### Congestion heat map, run 1

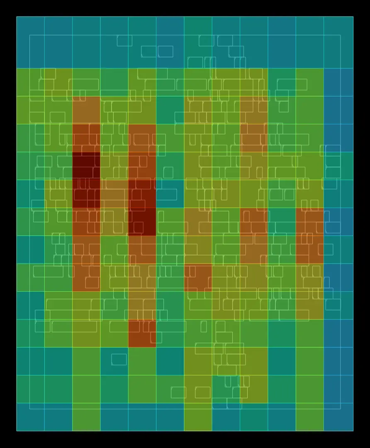
### Gate families picked out, run 1

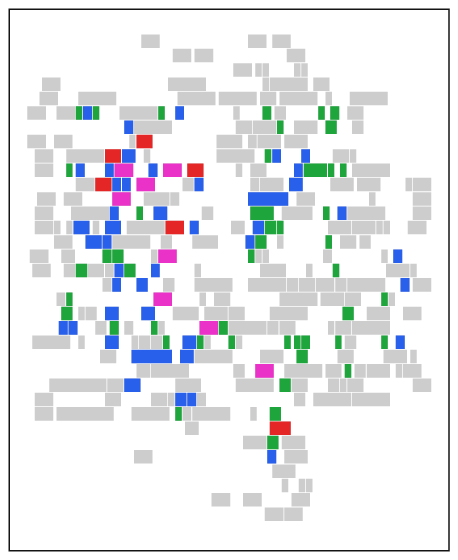
### Sizing map, run 1

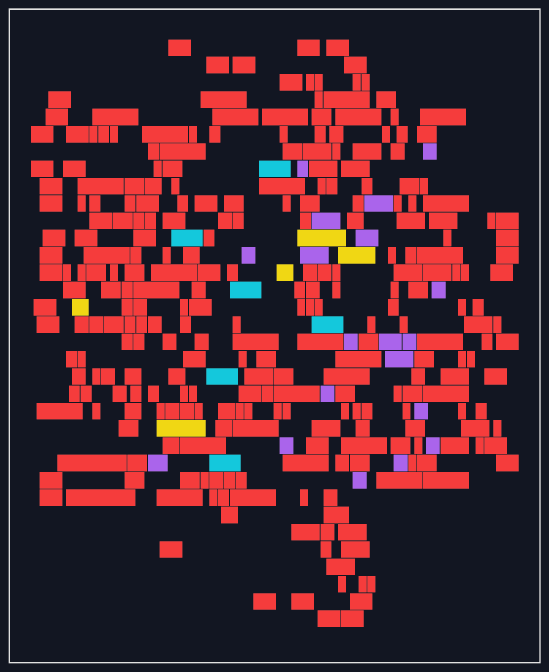
## src/rtl/ring_pattern_pkg.sv

```systemverilog
// Shared encodings and the per-mode period helper for the ring pattern generator.
package ring_pattern_pkg;

    localparam logic [1:0] MODE_ROTL   = 2'b00;
    localparam logic [1:0] MODE_ROTR   = 2'b01;
    localparam logic [1:0] MODE_BOUNCE = 2'b10;
    localparam logic [1:0] MODE_FILL   = 2'b11;

    typedef enum logic {
        DIR_LEFT  = 1'b0,
        DIR_RIGHT = 1'b1
    } dir_e;

    typedef enum logic {
        PHASE_FILL  = 1'b0,
        PHASE_CLEAR = 1'b1
    } phase_e;

    // Number of steps after which the pattern of a mode repeats.
    function automatic int unsigned period(input int unsigned width, input logic [1:0] mode);
        int unsigned p;
        case (mode)
            MODE_ROTL, MODE_ROTR: p = width;
            MODE_BOUNCE:          p = 2 * width - 2;
            default:              p = 2 * width;
        endcase
        return p;
    endfunction

endpackage

```

## src/rtl/ring_pattern_gen_prescaler.sv

```systemverilog
// Enabled prescaler: asserts tick_c on every DIV+1-th enabled cycle.
module tick_prescaler #(
    parameter int unsigned DIV_W = 16
) (
    input  logic             clk_i,
    input  logic             rst_i,
    input  logic             en_i,
    input  logic             clr_i,
    input  logic [DIV_W-1:0] div_i,
    output logic             tick_c
);

    logic [DIV_W-1:0] cnt_q;
    logic [DIV_W-1:0] cnt_d;

    // >= rather than == so a DIV lowered below the count ticks right away.
    assign tick_c = en_i && (cnt_q >= div_i);

    // Next count: clear wins, wrap on tick, otherwise count enabled cycles.
    always_comb begin
        cnt_d = cnt_q;
        if (clr_i) begin
            cnt_d = '0;
        end else if (tick_c) begin
            cnt_d = '0;
        end else if (en_i) begin
            cnt_d = cnt_q + DIV_W'(1);
        end
    end

    // Count register with synchronous reset.
    always_ff @(posedge clk_i) begin
        if (rst_i) begin
            cnt_q <= '0;
        end else begin
            cnt_q <= cnt_d;
        end
    end

endmodule

```

## src/rtl/ring_pattern_gen.sv

```systemverilog
// Rotating / bouncing / fill-clear pattern generator with load, enable and status pulses.
module ring_pattern_gen
    import ring_pattern_pkg::*;
#(
    parameter int unsigned     WIDTH = 8,
    parameter int unsigned     DIV_W = 16,
    parameter logic [WIDTH-1:0] INIT = {{(WIDTH-1){1'b0}}, 1'b1}
) (
    input  logic             CLK_MUX,
    input  logic             RST_N,
    input  logic             EN,
    input  logic [1:0]       MODE,
    input  logic [DIV_W-1:0] DIV,
    input  logic             LOAD,
    input  logic [WIDTH-1:0] LDATA,
    output logic [WIDTH-1:0] LOUT,
    output logic             STEP,
    output logic             WRAP
);

    localparam int unsigned SCNT_W = $clog2(2 * WIDTH);

    logic [WIDTH-1:0]  lout_q;
    logic [WIDTH-1:0]  lout_d;
    dir_e              dir_q;
    dir_e              dir_d;
    phase_e            phase_q;
    phase_e            phase_d;
    logic [1:0]        mode_q;
    logic [SCNT_W-1:0] scnt_q;
    logic              step_q;
    logic              wrap_q;

    logic              tick_c;
    logic              mode_chg_c;
    logic              wrap_c;

    // RST_N is active-high despite its name (legacy board net).
    tick_prescaler #(
        .DIV_W (DIV_W)
    ) u_prescaler (
        .clk_i  (CLK_MUX),
        .rst_i  (RST_N),
        .en_i   (EN),
        .clr_i  (LOAD),
        .div_i  (DIV),
        .tick_c (tick_c)
    );

    assign mode_chg_c = EN && (MODE != mode_q);
    assign wrap_c     = (scnt_q == SCNT_W'(period(WIDTH, mode_q) - 1));

    // Pattern, direction and phase that a step in the current mode would produce.
    always_comb begin
        lout_d  = lout_q;
        dir_d   = dir_q;
        phase_d = phase_q;
        case (mode_q)
            MODE_ROTL: lout_d = {lout_q[WIDTH-2:0], lout_q[WIDTH-1]};
            MODE_ROTR: lout_d = {lout_q[0], lout_q[WIDTH-1:1]};
            MODE_BOUNCE: begin
                // Turn around on the step that would push the edge bit out.
                if (dir_q == DIR_LEFT) begin
                    if (lout_q[WIDTH-1]) begin
                        dir_d  = DIR_RIGHT;
                        lout_d = lout_q >> 1;
                    end else begin
                        lout_d = lout_q << 1;
                    end
                end else begin
                    if (lout_q[0]) begin
                        dir_d  = DIR_LEFT;
                        lout_d = lout_q << 1;
                    end else begin
                        lout_d = lout_q >> 1;
                    end
                end
            end
            default: begin
                if (phase_q == PHASE_FILL) begin
                    lout_d = {lout_q[WIDTH-2:0], 1'b1};
                    if (&lout_d) begin
                        phase_d = PHASE_CLEAR;
                    end
                end else begin
                    lout_d = {lout_q[WIDTH-2:0], 1'b0};
                    if (lout_d == '0) begin
                        phase_d = PHASE_FILL;
                    end
                end
            end
        endcase
    end

    // State update in priority order: reset, load, mode change, step.
    always_ff @(posedge CLK_MUX) begin
        if (RST_N) begin
            lout_q  <= INIT;
            dir_q   <= DIR_LEFT;
            phase_q <= PHASE_FILL;
            mode_q  <= MODE;
            scnt_q  <= '0;
            step_q  <= 1'b0;
            wrap_q  <= 1'b0;
        end else begin
            step_q <= 1'b0;
            wrap_q <= 1'b0;
            if (LOAD) begin
                lout_q  <= LDATA;
                dir_q   <= DIR_LEFT;
                phase_q <= PHASE_FILL;
                mode_q  <= MODE;
                scnt_q  <= '0;
            end else if (mode_chg_c) begin
                dir_q   <= DIR_LEFT;
                phase_q <= PHASE_FILL;
                mode_q  <= MODE;
                scnt_q  <= '0;
            end else if (tick_c) begin
                lout_q  <= lout_d;
                dir_q   <= dir_d;
                phase_q <= phase_d;
                step_q  <= 1'b1;
                wrap_q  <= wrap_c;
                scnt_q  <= wrap_c ? '0 : scnt_q + SCNT_W'(1);
            end
        end
    end

    assign LOUT = lout_q;
    assign STEP = step_q;
    assign WRAP = wrap_q;

endmodule

```

## config.mk

```make
export PLATFORM = sky130hd
export DESIGN_NAME = ring_pattern_gen
export DESIGN_NICKNAME = d
export VERILOG_FILES = /design/src/rtl/ring_pattern_pkg.sv /design/src/rtl/ring_pattern_gen_prescaler.sv /design/src/rtl/ring_pattern_gen.sv
export SDC_FILE = /design/constraint.sdc
export NUM_CORES = 1
export LEC_CHECK = 0
export CORE_ASPECT_RATIO = 1.25
export CORE_MARGIN = 3
export CORE_UTILIZATION = 30
export DETAILED_ROUTE_END_ITERATION = 7
export PLACE_DENSITY = 0.56
export SKIP_LAST_GASP = 1
export SYNTH_ARGS = -nofsm -noshare
export SYNTH_HDL_FRONTEND = slang
export SYNTH_HIERARCHICAL = 1
export SYNTH_SLANG_ARGS = --single-unit
```

## constraint.sdc

```tcl
create_clock -name CLK_MUX -period 4 [get_ports CLK_MUX]
set_input_delay 0.8 -clock CLK_MUX [delete_from_list [all_inputs] [get_ports CLK_MUX]]
set_output_delay 0.8 -clock CLK_MUX [all_outputs]
set_load 0.01 [all_outputs]
```

==> flow_summary.ini, run 1 <==
; implementation run metrics
[status]
status = completed

[critical_path]
r2r_cells = 10
critical_path_class = in -> reg
crit_start = DIV[15]
path_buffers = 3
crit_path_start_kind = input port
slowest_delay_ns = 0.46
r2r_end = LOUT[4]
path_depth = 11
r2r-start = u_prescaler/cnt_q[0]
endpoint = LOUT[1]
worstPathCellList = clkdlybuf4s50_1 > inv_1 > ha_1 > nand4_2 > nor3_4 > nand2_1 > a31oi_1 > buf_4 > and2_1 > o2111ai_1 > a221oi_1
path_max_fanout = 13
cp-end-kind = flip-flop
cp_slowest_cell = clkdlybuf4s50_1
crit_family = simple AND/OR/NAND/NOR gates
crit_required_ns = 4.19
reg2reg_setup_slack_ns = 1.48
arrival_ns = 3.30

[synth]
ys_types = 51
logic_family = simple AND/OR/NAND/NOR gates
yosys_warnings = 6
yosysChipArea_um2 = 2230
adder_share = 0.101
synth_xor_xnor_area_share = 0.0745
synth.net_count = 315
ys_seq_frac = 0.314
synth-simple-area-share = 0.261
yosys_cells = 267
synth_area_um2 = 2230
synth_async_sr_flop_share = 0
syn_area_per_cell_um2 = 8.37
flop_cell = dfxtp_1
synthMuxAreaShare = 0.0358
synth_flops = 34
syn_inst = 267
synth-edff-count = 2
synthAoiAreaFrac = 0.156

[final_timing]
rsz0062_at_grt = false
finalClockPeriodUsage = 0.777
relSlewSlack = 0.578
min_period_ns = 3.11
slew_viol_final = 0
worst_pin_slew_ns = 0.634
setup_ws_ns = 0.891
clock_skew_ns = 0.0108
max_freq_mhz = 322
finalSetupTns_ns = 0
hold_violations = 0
setup_viol = 0

[clocking]
cts_root_buf = clkbuf_8
cts_hold_buf = 0
postCtsSetupBuffers = 0
cts.repair.resized = 0
cts_tree = done
clkTransAtPathRegs_ns = 0.08
clock-sinks = 34
cts_inserted_buffers = 5
cts_buffer_depth = 2
htreeDepth = 2
clkLatencyLatePin_ns = 0.28

[pwr]
seq_power_share = 0.492
ir_worst_vdd_mv = 0.109
p_clk_mw = 0.265
switching_share = 0.263
leakagePower_nw = 1.09
internal_power_mw = 0.550
pg_comb_mw = 0.114
power_frac_comb = 0.153
power_density_nw_per_um2 = 267
power_leader = sequential cells
clockPowerShare = 0.355
power_switching_mw = 0.196
powerSeq_mw = 0.367

[global_routing]
gr-total-overflow = 0
grt_pass1_vias = 1965
grt_pass1_wl_mm = 9.05
grtUsageTotal = 0.129
grt_max_degree = 22
antenna_found_initial = 0

[hold_path]
min_from = phase_q
hold_depth = 2
hp-class = reg -> reg
hold_end = phase_q

[cells_and_area]
nets = 353
n_antenna_cell = 0
largest_reg_flops = 16
final_cell_mix = 39 x clkdlybuf4s50_1, 32 x dfxtp_1, 27 x nand2_1
area_growth_pct = 24.9
largest_register = u_prescaler/cnt_q
layout_top_cell = clkdlybuf4s50_1
drive_gt1_frac = 0.0980
post_layout_nonfiller_instances = 396

[die]
fp.dieH_um = 102
die_area_um2 = 8530
rows = 34
core_area_um2 = 7100
initCoreUtil = 0.315
boundaryPins = 40
die_w_um = 83.2

[job]
cap_viol_max_count = 0
warnings = 26

[place]
routabilityCongestion = 0.789
place_ws_ns = 0.587
io_buffers = 39
dp_hpwl_mm = 3.92
post-place-cells = 388

[route]
routed_via_density = 4.93
highest_layer = met4
wl_met1_mm = 2.26
drt-total-wl_mm = 5.09
dr_wl_met3_um = 200
ant_nets = 0
dr_total_vias = 1951
drt_iter0_markers = 46
drc = 0
met2_length_mm = 2.58
drtPass1Iterations = 4
Back to the opening pictures, 'Congestion heat map':
met3 usage: 0.0288
routed wire length per instance: 12.9 um
met2 Resource Use GR: 0.239
met1 GRT Util: 0.150
gr busiest metal: met2

Back to the opening pictures, 'Gate families picked out':
blue -> aoi and oai cells  # cells 44, most used a21oi_1
green -> nand cells  # cells 47, most used nand2_1
magenta -> mux cells  # cells 8, most used mux2i_1
red -> non-inverting ao/oa cells  # cells 6, most used a211o_1

Back to the opening pictures, 'Sizing map':
yellow -> x3 and x4  # cells 5, share 1.6%
red -> x1 and smaller  # cells 276, share 90%, most used clkdlybuf4s50_1
purple -> x2  # cells 19, share 6.2%, most used nor2_2
cyan -> x6 and larger  # cells 6, share 2.0%, most used clkbuf_8

run 1: metrics by stage:
stage / cell area (um2) / hold WS [ns] / utilization / total power, mW
floorplan: 2230 / 0.450 / - / 0.436
global placement: 2700 / 0.470 / 0.380 / 0.490
detailed placement: 2700 / 0.471 / 0.380 / 0.490
CTS: 2790 / 0.483 / 0.393 / 0.753
global route: 2790 / 0.535 / 0.393 / 0.781
finish: 2790 / 0.478 / 0.393 / 0.747
run 1: cell type report:
type                       instances  area (um2)
sequential                        34         701
clock inverter                     1        5.00
tap                               90         113
inverter                          21        78.8
fill                             742        4310
clock buffer                       7        86.3
multi-input combinational        202        1400
timing repair buffer              41         405
run 1: worst reg2reg max path: stages, from the launching register on:
cell	delay, ns
dfxtp_1	0.44
inv_1	0.07
ha_1	0.26
nand2b_1	0.14
a2111o_1	0.46
nand4_1	0.13
a31oi_1	0.09
buf_4	0.20
and2_1	0.24
a211o_1	0.29
a21oi_1	0.13
run 1: synth_stat cells, types with 2 or more instances:
master    count  share of area
nand4_2       2          0.011
nand4_1       8          0.022
xor2_1       13          0.051
ha_1         18           0.10
edfxtp_1      2          0.027
mux2i_1       8          0.036
o21bai_1      2         0.0067
a31oi_4       2          0.019
nor2b_1       3         0.0084
xnor2_1       6          0.024
a211o_1       4          0.016
nand2b_1      4          0.011
nor4_2        2          0.011
dfxtp_1      32           0.29
nor2_1       21          0.035
a221oi_1      2         0.0078
o211ai_1      2         0.0067
o21ai_0       5          0.011
buf_2         3         0.0067
o31ai_1       2         0.0067
inv_1        21          0.035
a21oi_1      21          0.047
clkbuf_1      3         0.0050
nor3_2        2         0.0090
buf_1         2         0.0034
nand3_1       6          0.013
a31oi_1       3         0.0084
and3_1        2         0.0056
nor2_2       10          0.028
nand2_1      27          0.045
nor3_1        9          0.020
==> run 2, diff against run 1 <==
==> constraint.sdc (replaced) <==
create_clock -name CLK_MUX -period 3.2 [get_ports CLK_MUX]
set_input_delay 0.64 -clock CLK_MUX [delete_from_list [all_inputs] [get_ports CLK_MUX]]
set_output_delay 0.64 -clock CLK_MUX [all_outputs]
set_load 0.01 [all_outputs]
==> flow_summary.ini, run 2 <==
; implementation run metrics
[route]
drtPass1Iterations = 4
dr_total_vias = 1975
routed_via_density = 4.93
ant_nets = 0
drc = 0
routedWlPerCell_um = 12.5
drt-total-wl_mm = 5.01
drt_iter0_markers = 31

[critical_path]
r2r-start = u_prescaler/cnt_q[0]
crit_required_ns = 3.41
crit_start = DIV[0]
cp-end-kind = flip-flop
crit_path_start_kind = input port
critical_path_class = in -> reg
path_max_fanout = 13
arrival_ns = 3.13

[final_timing]
setup_viol = 0
min_period_ns = 2.91
finalClockPeriodUsage = 0.910
finalSetupTns_ns = 0
hold_violations = 0
setup_ws_ns = 0.287
holdWs_ns = 0.473
clock_skew_ns = 0.00387
relSlewSlack = 0.685
worst_pin_slew_ns = 0.473
rsz0062_at_grt = false
slew_viol_final = 0
max_freq_mhz = 343

[clocking]
cts_root_buf = clkbuf_8
cts.repair.resized = 0
clkTransAtPathRegs_ns = 0.07
clock-sinks = 34
cts_buffer_depth = 2
clkLatencyLatePin_ns = 0.28
postCtsSetupBuffers = 0
cts_tree = done
cts_inserted_buffers = 5
htreeDepth = 2
cts_hold_buf = 0

[job]
warnings = 26
cap_viol_max_count = 0

[status]
status = completed

[synth]
yosys_cells = 267
ys_types = 51
synth_flops = 34
yosysChipArea_um2 = 2230
common_cells = 32 x dfxtp_1, 27 x nand2_1, 21 x a21oi_1, 21 x inv_1, 21 x nor2_1
synth_async_sr_flop_share = 0
area_leaders = dfxtp_1 29%, ha_1 10%, xor2_1 5.1%, a21oi_1 4.7%, nand2_1 4.5%
synth_area_um2 = 2230
top_cell_area_share = 0.287
syn_inst = 267
syn_area_per_cell_um2 = 8.37
synth.net_count = 315
synth_dominant_cell_count = dfxtp_1
synth-edff-count = 2
top_area_cell = dfxtp_1
flop_cell = dfxtp_1
ys_seq_frac = 0.314
yosys_warnings = 6

[place]
post-place-cells = 393
routabilityCongestion = 0.840
placed_area_um2 = 2750
place_ws_ns = 0.0234
io_buffers = 39
dp_hpwl_mm = 3.92

[global_routing]
antenna_found_initial = 0
grt_max_degree = 21
grtUsageTotal = 0.125
grt_pass1_vias = 1894
grt_pass1_wl_mm = 8.85
gr-total-overflow = 0

[die]
core_area_um2 = 7100
die_w_um = 83.2
die_area_um2 = 8530
fp.dieH_um = 102
rows = 34
boundaryPins = 40
initCoreUtil = 0.315

[cells_and_area]
post_layout_nonfiller_instances = 401
largest_register = u_prescaler/cnt_q
n_antenna_cell = 0
layout_top_cell = clkdlybuf4s50_1
final_cell_mix = 39 x clkdlybuf4s50_1, 32 x dfxtp_1, 27 x nand2_1
drive_gt1_frac = 0.109
nets = 358
utilization = 0.399
finalInstanceArea_um2 = 2830
area_growth_pct = 26.7
largest_reg_flops = 16

[pwr]
leakagePower_nw = 1.11
total_power_mw = 0.906
ir_worst_vdd_mv = 0.200
power_density_nw_per_um2 = 320

[hold_path]
hp-class = reg -> reg
min_from = phase_q
-- run 2: cell counts after synthesis --
No cell type changed its count.
-- run 2: worst paths after layout --
path                                 to  slack [ns]  depth (start not counted)
worst max-delay path            LOUT[3]        0.29                         11
worst min-delay path            phase_q        0.47                          2
worst max register to register  LOUT[3]        0.57                         11
worst min register to register  phase_q        0.47                          2
-- run 2: power by group --
group | total [mW] | internal, mW | switching, mW
combinational | 0.148 | 0.0818 | 0.0658
sequential | 0.459 | 0.437 | 0.0226
clock | 0.299 | 0.150 | 0.150
-- run 2: cell type report --
class,instances,area (um2)
Clock buffer,6,72.6
Clock inverter,2,8.76
Inverter,21,78.8
Tap cell,90,113
Timing Repair Buffer,46,455
Multi-Input combinational cell,202,1400
Fill cell,735,4270
Sequential cell,34,701
-- run 2: logic make-up after synthesis --
kind of cell	count (synthesis)	share of synthesized area
AND-OR/OR-AND	50	0.156
XOR/XNOR	19	0.0745
AND/OR/NAND/NOR	107	0.261
adder cells (fa/ha/maj)	18	0.101
flip-flops	34	0.314
multiplexers	8	0.0358
buffers and inverters	31	0.0588
-- run 2: worst max-delay path, stage by stage --
cell and delay, ns:
clkdlybuf4s50_1 0.41, ha_1 0.28, nand2b_1 0.14, a2111o_1 0.47, nand4_1 0.13, a31oi_1 0.10
buf_4 0.20, and2_1 0.19, buf_4 0.16, a211o_1 0.25, a21oi_1 0.14
-- run 2: metal layers --
layer | GRT usage | share of wire | routed length, um
met1 | 0.151 | 0.45 | 2250
met2 | 0.220 | 0.50 | 2500
met5 | 0 | 0 | 0
met3 | 0.0344 | 0.038 | 190
met4 | 0.0377 | 0.015 | 73
### Signal wires by layer, run 2

Two of the layers only.
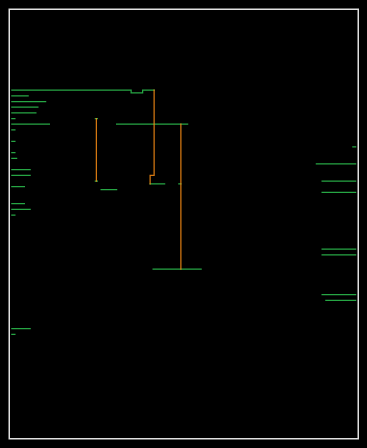
orange -> M4  # wire length 73.0 um
green -> M3  # wire length 191 um

Power is estimated from default activity; no workload was simulated.
